==> src/rtl/fetch_unit.sv <==
// Instruction fetch unit for a multicycle datapath.
// Fetches one instruction per FETCH phase, presents it to the control unit
// during EXEC, then computes the next PC (sequential, branch, jump, JR).
module fetch_unit #(
  parameter logic [31:0] PC_INIT = 32'h00000000
) (
  input  logic        CLK,
  input  logic        RST,
  input  logic        ihit,
  input  logic [31:0] iload,
  input  logic        stall,
  input  logic        halt,
  input  logic [1:0]  JumpSel,
  input  logic        PCsrc,
  input  logic        BNE,
  input  logic        zero,
  input  logic [31:0] rdat1,
  output logic        iREN,
  output logic [31:0] iaddr,
  output logic [31:0] imemload,
  output logic        instr_valid,
  output logic [31:0] pc,
  output logic [31:0] pc_plus4,
  output logic        halted
);

  typedef enum logic [1:0] {
    FETCH = 2'd0,
    EXEC  = 2'd1,
    HALT  = 2'd2
  } state_t;

  state_t      state_q, state_d;
  logic [31:0] pc_q, pc_d;
  logic [31:0] imemload_q, imemload_d;

  logic [31:0] pc_plus4_w;
  logic [31:0] branch_off;
  logic [31:0] seq_pc;
  logic [31:0] jump_pc;
  logic [31:0] next_pc;
  logic        branch_taken;

  // Next-PC datapath; all adds wrap modulo 2^32 with no overflow indication.
  always_comb begin
    pc_plus4_w   = pc_q + 32'd4;
    branch_off   = {{14{imemload_q[15]}}, imemload_q[15:0], 2'b00};
    branch_taken = PCsrc & (BNE ? ~zero : zero);
    seq_pc       = branch_taken ? (pc_plus4_w + branch_off) : pc_plus4_w;
    jump_pc      = {pc_plus4_w[31:28], imemload_q[25:0], 2'b00};
    case (JumpSel)
      2'b00:   next_pc = seq_pc;
      2'b01:   next_pc = jump_pc;
      2'b10:   next_pc = rdat1;     // JR target taken as-is, no alignment check
      default: next_pc = pc_plus4_w;
    endcase
  end

  // Next-state logic: FETCH waits for ihit, EXEC waits out data stalls,
  // HALT is absorbing until reset.
  always_comb begin
    state_d    = state_q;
    pc_d       = pc_q;
    imemload_d = imemload_q;
    case (state_q)
      FETCH: begin
        if (ihit) begin
          imemload_d = iload;
          state_d    = EXEC;
        end
      end
      EXEC: begin
        if (!stall) begin
          if (halt) begin
            state_d = HALT;
          end else begin
            pc_d    = next_pc;
            state_d = FETCH;
          end
        end
      end
      HALT: begin
        state_d = HALT;
      end
      default: begin
        state_d = FETCH;
      end
    endcase
  end

  // State registers; reset overrides every other input in every state.
  always_ff @(posedge CLK) begin
    if (RST) begin
      state_q    <= FETCH;
      pc_q       <= PC_INIT;
      imemload_q <= 32'h00000000;
    end else begin
      state_q    <= state_d;
      pc_q       <= pc_d;
      imemload_q <= imemload_d;
    end
  end

  // Output decode from the registered state.
  always_comb begin
    iREN        = (state_q == FETCH);
    iaddr       = pc_q;
    imemload    = imemload_q;
    instr_valid = (state_q == EXEC);
    pc          = pc_q;
    pc_plus4    = pc_plus4_w;
    halted      = (state_q == HALT);
  end

endmodule
==> config.mk <==
export PLATFORM = sky130hd
export DESIGN_NAME = fetch_unit
export DESIGN_NICKNAME = d
export VERILOG_FILES = /design/src/rtl/fetch_unit.sv
export SDC_FILE = /design/constraint.sdc
export NUM_CORES = 1
export LEC_CHECK = 0
export ABC_AREA = 1
export ABC_CLOCK_PERIOD_IN_PS = 3400
export CAP_MARGIN = 15
export CORE_MARGIN = 2
export CORE_UTILIZATION = 47
export CTS_CLUSTER_SIZE = 8
export DETAILED_ROUTE_END_ITERATION = 8
export GPL_ROUTABILITY_DRIVEN = 0
export PLACE_DENSITY = 0.87
export RECOVER_POWER = 100
export SLEW_MARGIN = 0
export SYNTH_ARGS = -nofsm -noshare
export SYNTH_HDL_FRONTEND = slang
export SYNTH_SLANG_ARGS = --single-unit
==> constraint.sdc <==
create_clock -name CLK -period 3.4 [get_ports CLK]
set_clock_uncertainty 0.2 [all_clocks]
set_input_delay 0.68 -clock CLK [delete_from_list [all_inputs] [get_ports CLK]]
set_output_delay 0.68 -clock CLK [all_outputs]
set_load 0.01 [all_outputs]
cell_classes.png
Drawn at 4 px/um.
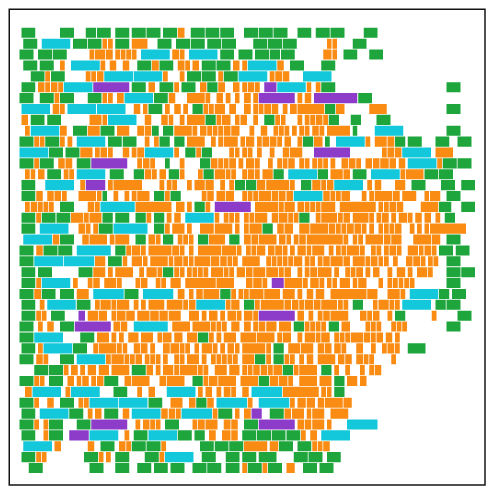
class	color	cells	share of their area
flip-flops	cyan	66	15%
other buffers and delay cells	green	270	28%
clock drivers and dummy loads	purple	16	3.5%
all other logic	orange	861	53%
post-layout instance area: 9110 um2
cell row count: 41
sequential portion of the cell area: 14.78%
final core utilization: 71.61%
Floorplan Core Area: 12720 um2

final_clocks.png
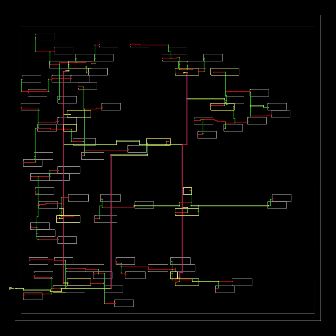
power of the clock network: 1.01 mW
clock buffers: 11
flip-flop and latch count: 66
Num CTS Buffers: 9
worst skew pair latency: 360 ps

==> out/qor.yml <==
grt:
  grt_usage_pct: 34.22
  first_global_vias: 7569
  grt_start_max_net_pins: 31
logic_synthesis:
  asyncSetResetFlopFracSynth_pct: 0
  post_synthesis_cell_area_um2: 6171
  ff_type: "sky130_fd_sc_hd__dfxtp_1"
  yosysTopAreaCell: "sky130_fd_sc_hd__dfxtp_1"
  synth.yosys.chip_area_um2: 6171
  most_frequent_cells_after_synthesis: "235 x sky130_fd_sc_hd__nand2_1, 129 x sky130_fd_sc_hd__nor2_1, 100 x sky130_fd_sc_hd__inv_1, 76 x sky130_fd_sc_hd__o21ai_0, 68 x sky130_fd_sc_hd__a21oi_1"
  ys_sh_aoi_pct: 19.38
  synth-seq-cells: 66
  post_synth_num_cell_types: 56
  synth.yosys.num_cells: 992
setup_path:
  source_of_the_worst_register_to_register_timing_path: "iaddr[7]"
  worst_setup_path_startpoint: "iaddr[7]"
  required_ps: 3470
  crit_path_end_kind: "flop"
  worst-path-max-fanout: 5
sta:
  layout_worst_path_cycle_share_pct: 100.8
  worst_slack_ps: -26.62
  setup_viol: 2
  finalWorstPathRequiredPeriod_ps: 3427
  final-hold-violation-count: 0
  rsz_0062_raised_after_global_routing: "yes"
status:
  failed_checks: "setup timing"
  status: "finished with violations"
placed_design:
  portBuffers: 204
min_path:
  min_from: "imemload[22]"
  worst_hold_path_type: "flop to flop"
flow_run:
  stage_log_warnings: 34
clock_tree:
  cts_hold_buffers: 0
  clock-sinks: 66
pwr:
  power.density_nw_per_um2: 345.1
routing:
  drt_iter0_markers: 902
  drt-pass1-iter-count: 9
floorplanning:
  initial_core_util_pct: 48.51
drive_strength.png
Drawn at 2 px/um.
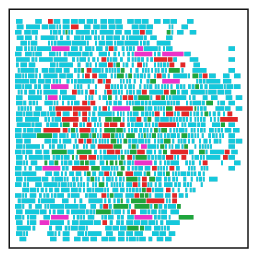
size	color	cells	share	most used
drive 6 and up	magenta	14	1.2%	clkbuf_16
drive 3 to 4	red	87	7.2%	buf_4
drive 2	green	85	7.0%	nand2_2
drive 1 or less	cyan	1027	85%	nand2_1
Non-clk bufs: 270
final setup margin: -26.62 ps

met3.png
Drawn at 3 px/um.
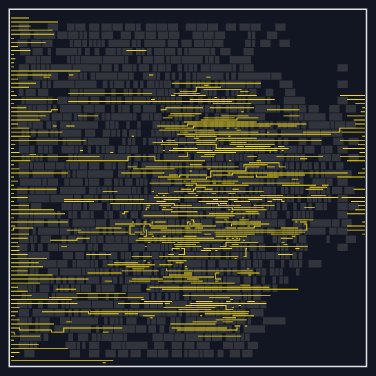
main direction	horizontal
share of all routed wire	14%
overall via count from detail_route: 8094
met3 global-route usage: 12.50%
Routed Wire Length: 25.90 mm

placed cells by master, fill, tap and decap left out, drive strengths merged, types with 2 or more instances in the layout:
cell type	netlist	final
a211oi	5	5
a21boi	2	2
a21o	3	3
a21oi	70	70
a221oi	7	7
a22o	3	3
a31oi	9	9
a41oi	6	6
buf	39	61
clkbuf	25	16
clkdlybuf4s50	0	91
clkinv	3	4
clkinvlp	0	2
dfxtp	66	66
dlygate4sd3	0	110
dlymetal6s2s	1	2
ha	38	38
inv	105	106
nand2	245	245
nand3	53	53
nand3b	4	4
nand4	8	8
nor2	139	139
nor3	12	12
nor3b	2	2
nor4	7	7
o211ai	7	7
o21a	3	3
o21ai	84	84
o21bai	6	6
or2	10	10
xnor2	5	5
xor2	21	21
power by group:
part           switching (mW)  internal (mW)  total, mW
Clock                   0.394          0.612       1.01
Sequential              0.118          0.863      0.982
Combinational           0.641          0.515       1.16
Total                    1.15           1.99       3.14
worst max-delay path, cell delays in order (launching register included):
cell and delay, ps:
sky130_fd_sc_hd__dfxtp_4 390, sky130_fd_sc_hd__clkinvlp_4 150, sky130_fd_sc_hd__nor4_2 300, sky130_fd_sc_hd__nand2_1 170, sky130_fd_sc_hd__nor2_4 150, sky130_fd_sc_hd__xor2_2 190, sky130_fd_sc_hd__ha_1 350, sky130_fd_sc_hd__a21oi_1 280
sky130_fd_sc_hd__o21bai_1 140, sky130_fd_sc_hd__a21oi_1 320, sky130_fd_sc_hd__inv_1 100, sky130_fd_sc_hd__a21oi_1 200, sky130_fd_sc_hd__nand2_1 70, sky130_fd_sc_hd__nand2_1 80, sky130_fd_sc_hd__nand3_1 90, sky130_fd_sc_hd__a31oi_1 160
routing by layer:
metal	global-route usage (%)	vias up	share of wire (%)
li1	-	3669	-
met1	40.93	3642	36
met2	53.20	627	44
met3	12.50	156	14
met4	18.38	0	5.9
met5	0	-	0
cell type report:
class | count | area [um2]
clock inverter | 5 | 60.06
tap | 172 | 215.2
fill | 1037 | 3612
sequential | 66 | 1346
clock buffer | 11 | 252.7
multi-input combinational | 753 | 4303
inverter | 108 | 409.1
timing repair buffer | 270 | 2524
timing repair:
| action | in CTS | in global routing |
|---|---|---|
| pin swaps | 1 | 10 |
| setup buffers | 0 | 11 |
| hold endpoints to repair | 0 | 0 |
| setup endpoints to repair | 7 | 30 |
| gates resized | 10 | 73 |
registers in the layout, indices dropped and copies added (netlist names):
signal and flops:
iaddr 32, state_q 2, imemload 32
stage by stage:
stage	power, mW	setup TNS, ps	instance area, um2	std cells	setup WS (ps)
after floorplan	1.550	0	6171	992	148.5
after global placement	2.077	0	8431	1358	27.93
after detailed placement	2.101	-89.56	8431	1358	-89.56
after CTS	3.093	0	8776	1374	3.461
after global routing	3.283	-891.0	9110	1385	-146.2
final	3.144	-40.54	9110	1385	-26.62
kinds of logic (layout without fill, tap and decap cells):
family | Yosys count | in the layout
buffers and inverters | 173 | 394
flip-flops | 66 | 66
AND-OR/OR-AND | 207 | 207
XOR/XNOR | 26 | 26
AND/OR/NAND/NOR | 481 | 481
adder cells (fa/ha/maj) | 39 | 39
Power figures rest on the tool's default switching activity, not on a simulated workload.
